--- config.mk ---
export PLATFORM = sky130hd
export DESIGN_NAME = dds
export DESIGN_NICKNAME = d
export VERILOG_FILES = /design/src/rtl/dds.sv
export SDC_FILE = /design/constraint.sdc
export NUM_CORES = 1
export LEC_CHECK = 0
export ABC_AREA = 1
export ABC_CLOCK_PERIOD_IN_PS = 7000
export CAP_MARGIN = 40
export CORE_UTILIZATION = 30
export CTS_CLUSTER_DIAMETER = 30
export DETAILED_ROUTE_END_ITERATION = 6
export SLEW_MARGIN = 10
export SYNTH_ARGS = -nofsm -noshare
export SYNTH_HDL_FRONTEND = slang
export SYNTH_MEMORY_MAX_BITS = 65536
export SYNTH_SLANG_ARGS = --single-unit
--- constraint.sdc ---
create_clock -name clk -period 7 [get_ports clk]
set_input_delay 1.05 -clock clk [delete_from_list [all_inputs] [get_ports clk]]
set_output_delay 1.05 -clock clk [all_outputs]
set_load 0.05 [all_outputs]
--- src/rtl/dds.sv ---
// -----------------------------------------------------------------------------
// dds : direct digital synthesizer and baseband modulator.
//
// A 32-bit phase accumulator (acc) advances by a fixed PHASE_INC derived from
// FREQ_CLK / FREQ_OUT. It addresses a quarter-wave sine table to produce
// sine, cosine, saw and square test tones, and the ASK / BPSK / QPSK / RAW
// modulations keyed by `data`. A second accumulator (fsk_acc), advanced by the
// externally supplied fsk_phase_inc, produces the FSK tone.
//
// Optional feature macro: DDS_QPSK_EN
//   defined   -> mode 12 produces QPSK, S(a + 64*data)
//   undefined -> QPSK logic is absent and mode 12 outputs 0
//
// Parameters:
//   FREQ_CLK       clock frequency in Hz
//   FREQ_OUT       carrier frequency in Hz
// Ports:
//   clk            sole clock, rising edge
//   rst            synchronous active-high reset (priority over en)
//   en             clock enable; low freezes accumulators and output
//   mode   [3:0]   waveform / modulation select
//   data   [1:0]   modulating symbol (bit 1 used only by QPSK)
//   fsk_phase_inc  FSK accumulator increment per enabled cycle
//   wave   [11:0]  registered signed output sample, one cycle latency
// -----------------------------------------------------------------------------
module dds #(
  parameter int unsigned FREQ_CLK = 50_000_000,
  parameter int unsigned FREQ_OUT = 1
) (
  input  logic               clk,
  input  logic               rst,
  input  logic               en,
  input  logic [3:0]         mode,
  input  logic [1:0]         data,
  input  logic [31:0]        fsk_phase_inc,
  output logic signed [11:0] wave
);

  // Rounded 2^32 * FREQ_OUT / FREQ_CLK, computed in 64 bits.
  localparam logic [63:0] PHASE_INC_64 =
    ((64'd1 << 32) * 64'(FREQ_OUT) + 64'(FREQ_CLK / 2)) / 64'(FREQ_CLK);
  localparam logic [31:0] PHASE_INC = PHASE_INC_64[31:0];

  typedef enum logic [3:0] {
    MODE_SINE   = 4'd0,
    MODE_COSINE = 4'd1,
    MODE_SAW    = 4'd2,
    MODE_SQUARE = 4'd3,
    MODE_ASK    = 4'd8,
    MODE_FSK    = 4'd9,
    MODE_BPSK   = 4'd10,
    MODE_RAW    = 4'd11,
    MODE_QPSK   = 4'd12
  } mode_e;

  // First quadrant, index 0..64: round(2047 * sin(2*pi*i/256)).
  function automatic logic [10:0] quarter_sin(input logic [6:0] idx);
    case (idx)
      7'd0:  return 11'd0;    7'd1:  return 11'd50;   7'd2:  return 11'd100;
      7'd3:  return 11'd151;  7'd4:  return 11'd201;  7'd5:  return 11'd251;
      7'd6:  return 11'd300;  7'd7:  return 11'd350;  7'd8:  return 11'd399;
      7'd9:  return 11'd449;  7'd10: return 11'd497;  7'd11: return 11'd546;
      7'd12: return 11'd594;  7'd13: return 11'd642;  7'd14: return 11'd690;
      7'd15: return 11'd737;  7'd16: return 11'd783;  7'd17: return 11'd830;
      7'd18: return 11'd875;  7'd19: return 11'd920;  7'd20: return 11'd965;
      7'd21: return 11'd1009; 7'd22: return 11'd1052; 7'd23: return 11'd1095;
      7'd24: return 11'd1137; 7'd25: return 11'd1179; 7'd26: return 11'd1219;
      7'd27: return 11'd1259; 7'd28: return 11'd1299; 7'd29: return 11'd1337;
      7'd30: return 11'd1375; 7'd31: return 11'd1411; 7'd32: return 11'd1447;
      7'd33: return 11'd1483; 7'd34: return 11'd1517; 7'd35: return 11'd1550;
      7'd36: return 11'd1582; 7'd37: return 11'd1614; 7'd38: return 11'd1644;
      7'd39: return 11'd1674; 7'd40: return 11'd1702; 7'd41: return 11'd1729;
      7'd42: return 11'd1756; 7'd43: return 11'd1781; 7'd44: return 11'd1805;
      7'd45: return 11'd1828; 7'd46: return 11'd1850; 7'd47: return 11'd1871;
      7'd48: return 11'd1891; 7'd49: return 11'd1910; 7'd50: return 11'd1927;
      7'd51: return 11'd1944; 7'd52: return 11'd1959; 7'd53: return 11'd1973;
      7'd54: return 11'd1986; 7'd55: return 11'd1997; 7'd56: return 11'd2008;
      7'd57: return 11'd2017; 7'd58: return 11'd2025; 7'd59: return 11'd2032;
      7'd60: return 11'd2037; 7'd61: return 11'd2041; 7'd62: return 11'd2045;
      7'd63: return 11'd2046; 7'd64: return 11'd2047;
      default: return 11'd0;
    endcase
  endfunction

  // Full 256-entry sine by quadrant symmetry: quadrants 1 and 3 mirror the
  // index, quadrants 2 and 3 negate. Range is +-2047 so negation is safe.
  function automatic logic signed [11:0] sine_lut(input logic [7:0] x);
    logic [6:0]  idx;
    logic [11:0] mag;
    idx = x[6] ? (7'd64 - {1'b0, x[5:0]}) : {1'b0, x[5:0]};
    mag = {1'b0, quarter_sin(idx)};
    return x[7] ? -$signed(mag) : $signed(mag);
  endfunction

  logic [31:0]        acc;
  logic [31:0]        fsk_acc;
  logic [7:0]         a;
  logic signed [11:0] sin_a;
  logic signed [11:0] next_wave;

  assign a     = acc[31:24];
  assign sin_a = sine_lut(a);

`ifndef DDS_QPSK_EN
  // data[1] only feeds QPSK; keep it visibly consumed when QPSK is absent.
  logic data_unused;
  assign data_unused = data[1];
`endif

  // NOTE: every combinational output gets a default before the case so no
  // path leaves it unassigned, which would otherwise infer a latch.
  always_comb begin
    next_wave = '0;
    case (mode)
      MODE_SINE:   next_wave = sin_a;
      MODE_COSINE: next_wave = sine_lut(a + 8'd64);
      MODE_SAW:    next_wave = $signed(acc[31:20] ^ 12'h800);
      MODE_SQUARE: next_wave = acc[31] ? -12'sd2047 : 12'sd2047;
      MODE_ASK:    next_wave = data[0] ? sin_a : 12'sd0;
      MODE_FSK:    next_wave = sine_lut(fsk_acc[31:24]);
      MODE_BPSK:   next_wave = data[0] ? -sin_a : sin_a;
      MODE_RAW:    next_wave = data[0] ? 12'sd2047 : -12'sd2047;
`ifdef DDS_QPSK_EN
      MODE_QPSK:   next_wave = sine_lut(a + {data, 6'b0});
`endif
      default:     next_wave = '0;
    endcase
  end

  // NOTE: state is updated with non-blocking assignments so every register
  // samples the pre-edge values of acc / fsk_acc, giving the one-cycle
  // latency between phase and sample.
  always_ff @(posedge clk) begin
    if (rst) begin
      acc     <= '0;
      fsk_acc <= '0;
      wave    <= '0;
    end else if (en) begin
      acc     <= acc + PHASE_INC;
      fsk_acc <= fsk_acc + fsk_phase_inc;
      wave    <= next_wave;
    end
  end

endmodule

==> flow_summary.yaml, run 1 <==
# flow metrics
final_timing:
  finalCriticalPeriod_ns: 4.72
  finalCritPeriodShare: 0.674
  fin_ws_ns: 2.28
  max_freq_mhz: 212
  rsz0062_at_grt: "no"
  final-setup-viol-count: 0
  final.setup.tns_ns: 0
  skew_ns: 0.00702
  worst_pin_slew_ns: 0.873
  hold_viol_final: 0
  final_max_slew_viol_count: 0
detailed_routing:
  wl_met2_mm: 14.2
  vias: 11400
  detail_route.wl_per_cell_microns: 13.7
  highest_layer: "met4"
  drt-initial-drc-count: 753
global_route:
  grt_max_degree: 58
  gr-usage-met2: 0.313
finish:
  fillers: 3651
  largestClassByArea: "logic gates"
  drive_gt1_frac: 0.0685
  layout_top_cell: "nand2_1"
  n_all_buffers: 63
  insertedDiodeCount: 0
  sh_seq_area: 0.136
  logic_gates: 1409
  nClkBuffers: 10
  final_area_sq_um: 11100
  layout_top_cells: "nand2_1, nand3_1, inv_1"
  clkCellAreaFrac: 0.0258
power:
  peakVddDrop_v: 0.0000991
  swShare: 0.409
  pg_seq_mw: 0.480
  p_clk_mw: 0.453
  switching_power_mw: 0.647
  p_leak_nw: 5.39
  comb_power_mw: 0.650
  p_seq_frac: 0.303
  powerDensity_nw_per_um2: 143
  maxPowerGroup: "combinational logic"
floorplanning:
  die_area_sq_um: 34000
  tapCellCount: 442
  rows: 66
critical_path:
  reg2reg_depth: 26
  regToRegEndpoint: "wave[1]"
  critPathLaunch: "acc[25]"
  critPathMaxFanout: 9
  slowest_stage: "dfxtp_1"
  crit_type: "register to register"
  cp.arrival_ns: 4.91
placement:
  finalWeightedCongestion: 0.920
  dpl_cell_area_sq_um: 10800
  place_inst: 2191
synthesis:
  ys_types: 59
  synthArstFlopShare: 0
  top_area_cell: "nand2_1"
  flop_cell: "dfxtp_1"
  yosys_cells: 1747
  edf_count: 0
  yosys-top-cells-count: "nand2_1, nand3_1, inv_1, nor2_1, o21ai_0"
  area_leaders: "nand2_1, dfxtp_1, nand3_1"
  syn_area_sq_um: 9980
clock_tree:
  path_clk_slew_ns: 0.06
  htreeDepth: 3
  cts_setup_buffers: 0
  ctsResizeCount: 0
  root_buffer: "clkbuf_16"
worst_hold_path:
  hold_path_class: "register to register"
  hold_end: "wave[0]"
  hold_start: "wave[0]"
outcome:
  outcome: "finished, final reports clean"
[run 1: logic make-up after synthesis]
family                   synth area share
AND-OR/OR-AND                       0.180
flip-flops                          0.150
XOR/XNOR                           0.0288
buffers and inverters               0.112
adder cells (fa/ha/maj)            0.0873
AND/OR/NAND/NOR                     0.442
[run 1: worst max-delay path, delay by kind of cell (launching register included)]
kind,cells,cell delay [ns]
and+or+nand+nor,12,1.14
AOI/OAI and AO/OA,5,1.17
buffers and inverters,5,0.59
adders and majority gates,4,1.04
DFF,1,0.63
[run 1: worst max path at each step]
| stage | end | depth (start not counted) |
|---|---|---|
| after detailed placement | fsk_acc[28] | 16 |
| after global placement | fsk_acc[28] | 16 |
| after floorplan | wave[1] | 27 |
| after global routing | wave[1] | 26 |
| after CTS | wave[1] | 26 |
| final | wave[1] | 26 |
Fig. 1: run 1, wiring heat map
The bar under the picture is 50 microns long. 37 x 37 tiles, from black (low) to pale yellow (high), scaled to the fullest tile. Values are wire area over tile area, all layers added.
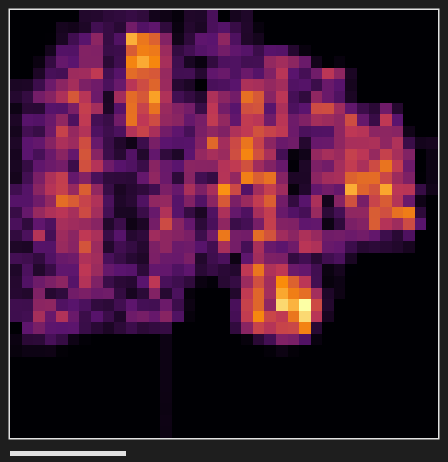
- fullest tile: 0.75
- emptiest ninth of the die: bottom right
- tiles over half the peak: 9.5%
- nearly empty tiles: 38%
- mean over tiles: 0.14

Fig. 2: run 1, met2 routing
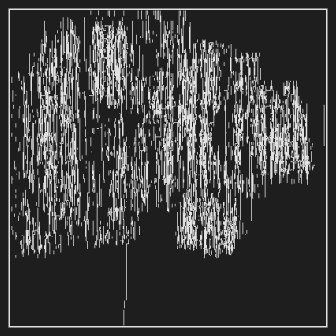
- nets with wire on the layer: 1454
- longest straight run: 48.3 microns
- main direction: vertical

Fig. 3: run 1, signal wires on met1
The bar under the picture is 50 microns long.
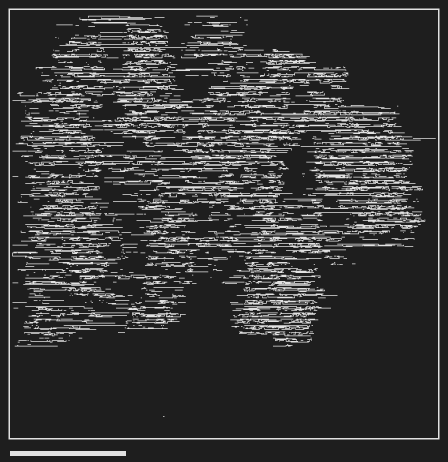
- nets with wire on the layer: 1754
- wire length on this layer: 13800 microns
- longest straight run: 43.2 microns
- main direction: horizontal

Fig. 4: run 1, cell density map
The bar under the picture is 50 microns long. 18 x 18 tiles, from black (low) to pale yellow (high), 0 to 100% covered.
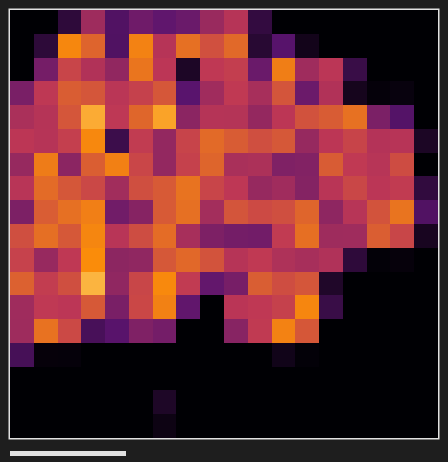
- nearly empty tiles: 34%
- mean over tiles: 31%
- tiles over 75% full: 0.90%

Fig. 5: run 1, track usage over the die
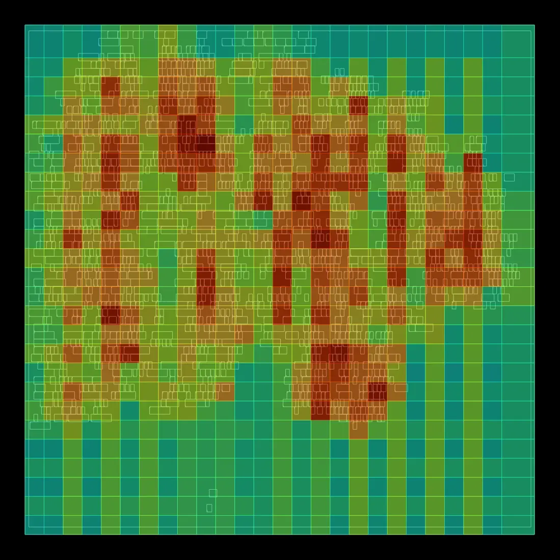

--- run 2 (diff from run 1) ---
--- a/config.mk
+++ b/config.mk
@@ -6,7 +6,7 @@
 export NUM_CORES = 1
 export LEC_CHECK = 0
 export ABC_AREA = 1
-export ABC_CLOCK_PERIOD_IN_PS = 7000
+export ABC_CLOCK_PERIOD_IN_PS = 4200
 export CAP_MARGIN = 40
 export CORE_UTILIZATION = 30
 export CTS_CLUSTER_DIAMETER = 30
==> constraint.sdc (replaced) <==
create_clock -name clk -period 4.2 [get_ports clk]
set_input_delay 0.63 -clock clk [delete_from_list [all_inputs] [get_ports clk]]
set_output_delay 0.63 -clock clk [all_outputs]
set_load 0.05 [all_outputs]
Fig. 6: run 2, track usage over the die
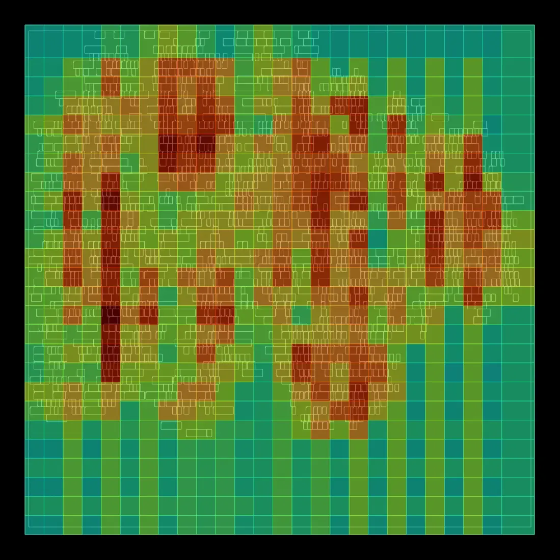
gr usage total: 0.183
final core utilization: 0.348
gr busiest metal: met2
grt met3 use: 0.0205
GRT met1 Usage: 0.231

==> flow_summary.yaml, run 2 <==
# flow metrics
synthesis:
  ys_sh_simple: 0.442
  yosys.area_share.aoi: 0.180
  yosys-top-cells-count: "nand2_1, nand3_1, inv_1, nor2_1, o21ai_0"
  yosys.area_share.adder: 0.0873
  area_leaders: "nand2_1, dfxtp_1, nand3_1"
  flop_cell: "dfxtp_1"
  top_logic_kind: "simple AND/OR/NAND/NOR gates"
outcome:
  outcome: "finished, final reports clean"
finish:
  largestClassByArea: "logic gates"
  layout_top_cell: "nand2_1"
  n_all_buffers: 97
  layout_top_cells: "nand2_1, nand3_1, inv_1"
  insertedDiodeCount: 0
  sh_seq_area: 0.132
  drive_gt1_frac: 0.0867
  clkCellAreaFrac: 0.0268
critical_path:
  slowest_stage: "dfxtp_1"
  cp.depth: 24
  cp.arrival_ns: 4.15
  reg2reg_depth: 24
  critPathTopFamily: "adder cells"
  critPathMaxFanout: 6
detailed_routing:
  drt-initial-drc-count: 635
clock_tree:
  htreeDepth: 3
  root_buffer: "clkbuf_16"
power:
  powerDensity_nw_per_um2: 240
  p_seq_frac: 0.293
  p_leak_nw: 5.56
  peakVddDrop_v: 0.000168
  switching_power_mw: 1.09
worst_hold_path:
  hold_path_class: "register to register"
  hold_end: "wave[2]"
floorplanning:
  rows: 66
final_timing:
  finalCritPeriodShare: 0.939
  finalCriticalPeriod_ns: 3.94
Fig. 7: run 2, met2 routing
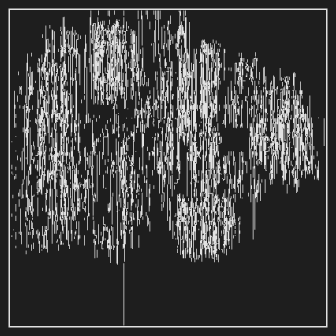
- main direction: vertical
- share of all routed wire: 47%

[run 2: routing by layer]
layer	wire, microns	up-vias	track usage
li1	-	5894	-
met2	14500	334	0.321
met1	13900	5248	0.231
met3	1550	52	0.0205
met5	0	-	0
met4	717	0	0.0610
[run 2: what timing repair did]
action | 4_1_cts | 5_1_grt
resized | 0 | 5
setup endpoints to repair | 0 | 4
hold buffers | 0 | 0
[run 2: power groups by stage]
stage / combinational [mW] / clock, mW / sequential [mW]
6_report: 1.11 / 0.811 / 0.798
5_1_grt: 1.26 / 0.856 / 0.804
4_1_cts: 1.10 / 0.826 / 0.798
3_5_place_dp: 1.09 / 0 / 0.814
3_3_place_gp: 1.09 / 0 / 0.812
2_1_floorplan: 0.792 / 0 / 0.818
--- run 3 (diff from run 2) ---
--- a/config.mk
+++ b/config.mk
@@ -7,7 +7,6 @@
 export LEC_CHECK = 0
 export ABC_AREA = 1
 export ABC_CLOCK_PERIOD_IN_PS = 4200
-export CAP_MARGIN = 40
 export CORE_UTILIZATION = 30
 export CTS_CLUSTER_DIAMETER = 30
 export DETAILED_ROUTE_END_ITERATION = 6
Fig. 8: run 3, wiring heat map
The bar under the picture is 50 microns long. 37 x 37 tiles, from black (low) to pale yellow (high), scaled to the fullest tile. Values are wire area over tile area, all layers added.
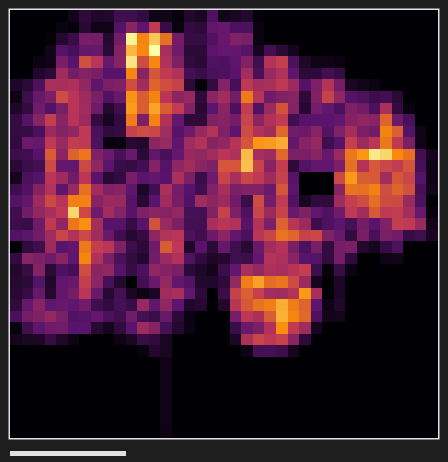
- nearly empty tiles: 36%
- mean over tiles: 0.14
- fullest tile: 0.69

==> flow_summary.yaml, run 3 <==
# flow metrics
critical_path:
  startpoint_type: "register"
  critPathMaxFanout: 6
  cp.arrival_ns: 4.15
  slowest_stage: "dfxtp_1"
  crit_type: "register to register"
finish:
  layout_top_cells: "nand2_1, nand3_1, inv_1"
  fillers: 3657
  clkCellAreaFrac: 0.0268
  final_area_sq_um: 11300
  layout_top_cell: "nand2_1"
  n_all_buffers: 97
  insertedDiodeCount: 0
  drive_gt1_frac: 0.0867
  logic_gates: 1409
  sh_comb_area: 0.650
  largestClassByArea: "logic gates"
  sh_seq_area: 0.132
  nClkBuffers: 11
  postLayoutCoreUtil: 0.348
detailed_routing:
  wirelength_mm: 30.7
  met1Wirelength_mm: 13.9
  highest_layer: "met4"
  wl_met3_mm: 1.55
  wl_met2_mm: 14.5
  drt-initial-drc-count: 635
  vias: 11500
  detail_route.wl_per_cell_microns: 13.7
outcome:
  outcome: "finished, final reports clean"
floorplanning:
  rows: 66
  die_area_sq_um: 34000
  tapCellCount: 442
  die_height_microns: 184
power:
  powerDensity_nw_per_um2: 240
  peakVddDrop_v: 0.000168
  comb_power_mw: 1.11
  pg_seq_mw: 0.798
  switching_power_mw: 1.09
  p_leak_nw: 5.56
  maxPowerGroup: "combinational logic"
  p_seq_frac: 0.293
  swShare: 0.399
final_timing:
  finalCritPeriodShare: 0.939
  final_max_slew_viol_count: 0
  finalCriticalPeriod_ns: 3.94
  max_freq_mhz: 254
  worst_pin_slew_ns: 0.865
  fin_ws_ns: 0.258
  final-setup-viol-count: 0
  hold_viol_final: 0
  skew_ns: 0.00881
  final.setup.tns_ns: 0
global_route:
  grt_util_met3: 0.0205
  gr-max-usage-layer: "met2"
  grt_max_degree: 49
  gr-usage-met2: 0.321
  track_usage: 0.183
  met1_usage: 0.231
synthesis:
  xor_share: 0.0288
  yosys.area_share.aoi: 0.180
  area_leaders: "nand2_1, dfxtp_1, nand3_1"
  top_area_cell: "nand2_1"
  yosys.area_share.adder: 0.0873
  syn_area_sq_um: 9980
  ys_types: 59
  yosys_cells: 1747
  synthArstFlopShare: 0
  flop_cell: "dfxtp_1"
  ys_sh_simple: 0.442
  synth.area.mux_share: 0
  top_logic_kind: "simple AND/OR/NAND/NOR gates"
  edf_count: 0
  yosys-top-cells-count: "nand2_1, nand3_1, inv_1, nor2_1, o21ai_0"
clock_tree:
  hold_buffers: 0
  root_buffer: "clkbuf_16"
  htreeDepth: 3
  ctsResizeCount: 0
  cts_setup_buffers: 0
  path_clk_slew_ns: 0.06
worst_hold_path:
  hold_path_class: "register to register"
placement:
  place_inst: 2226
  dpl_cell_area_sq_um: 11000
  finalWeightedCongestion: 0.947
Fig. 9: run 3, cell density map
The bar under the picture is 50 microns long. 18 x 18 tiles, from black (low) to pale yellow (high), 0 to 100% covered.
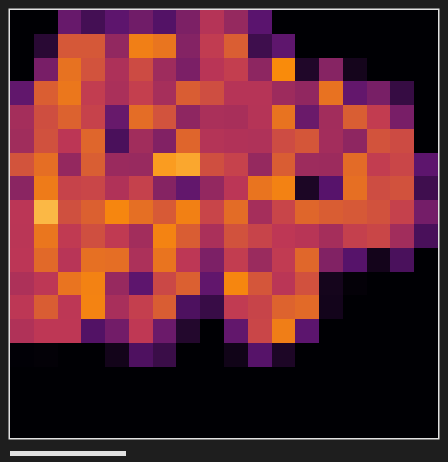
- fullest tile: 85%
- mean over tiles: 32%
- emptiest ninth of the die: bottom right
- nearly empty tiles: 32%
- tiles over 75% full: 0.90%

[run 3: cell counts after synthesis]
No cell type changed its count.
[run 3: final timing paths]
kind | startpoint | endpoint | slack [ns] | depth (start not counted)
max | acc[24] | wave[1] | 0.26 | 24
min | wave[2] | wave[2] | 0.47 | 2
max reg2reg | acc[24] | wave[1] | 0.26 | 24
min reg2reg | wave[2] | wave[2] | 0.47 | 2
[run 3: worst max-delay path, delay by kind of cell, from the launching register on]
family / cells / cell delay, ns
flip-flops: 1 / 0.37
AND/OR/NAND/NOR: 11 / 0.97
adder cells (fa/ha/maj): 4 / 1.21
buffers and inverters: 4 / 0.34
AND-OR/OR-AND: 5 / 0.90
Power and IR drop assume default switching activity.
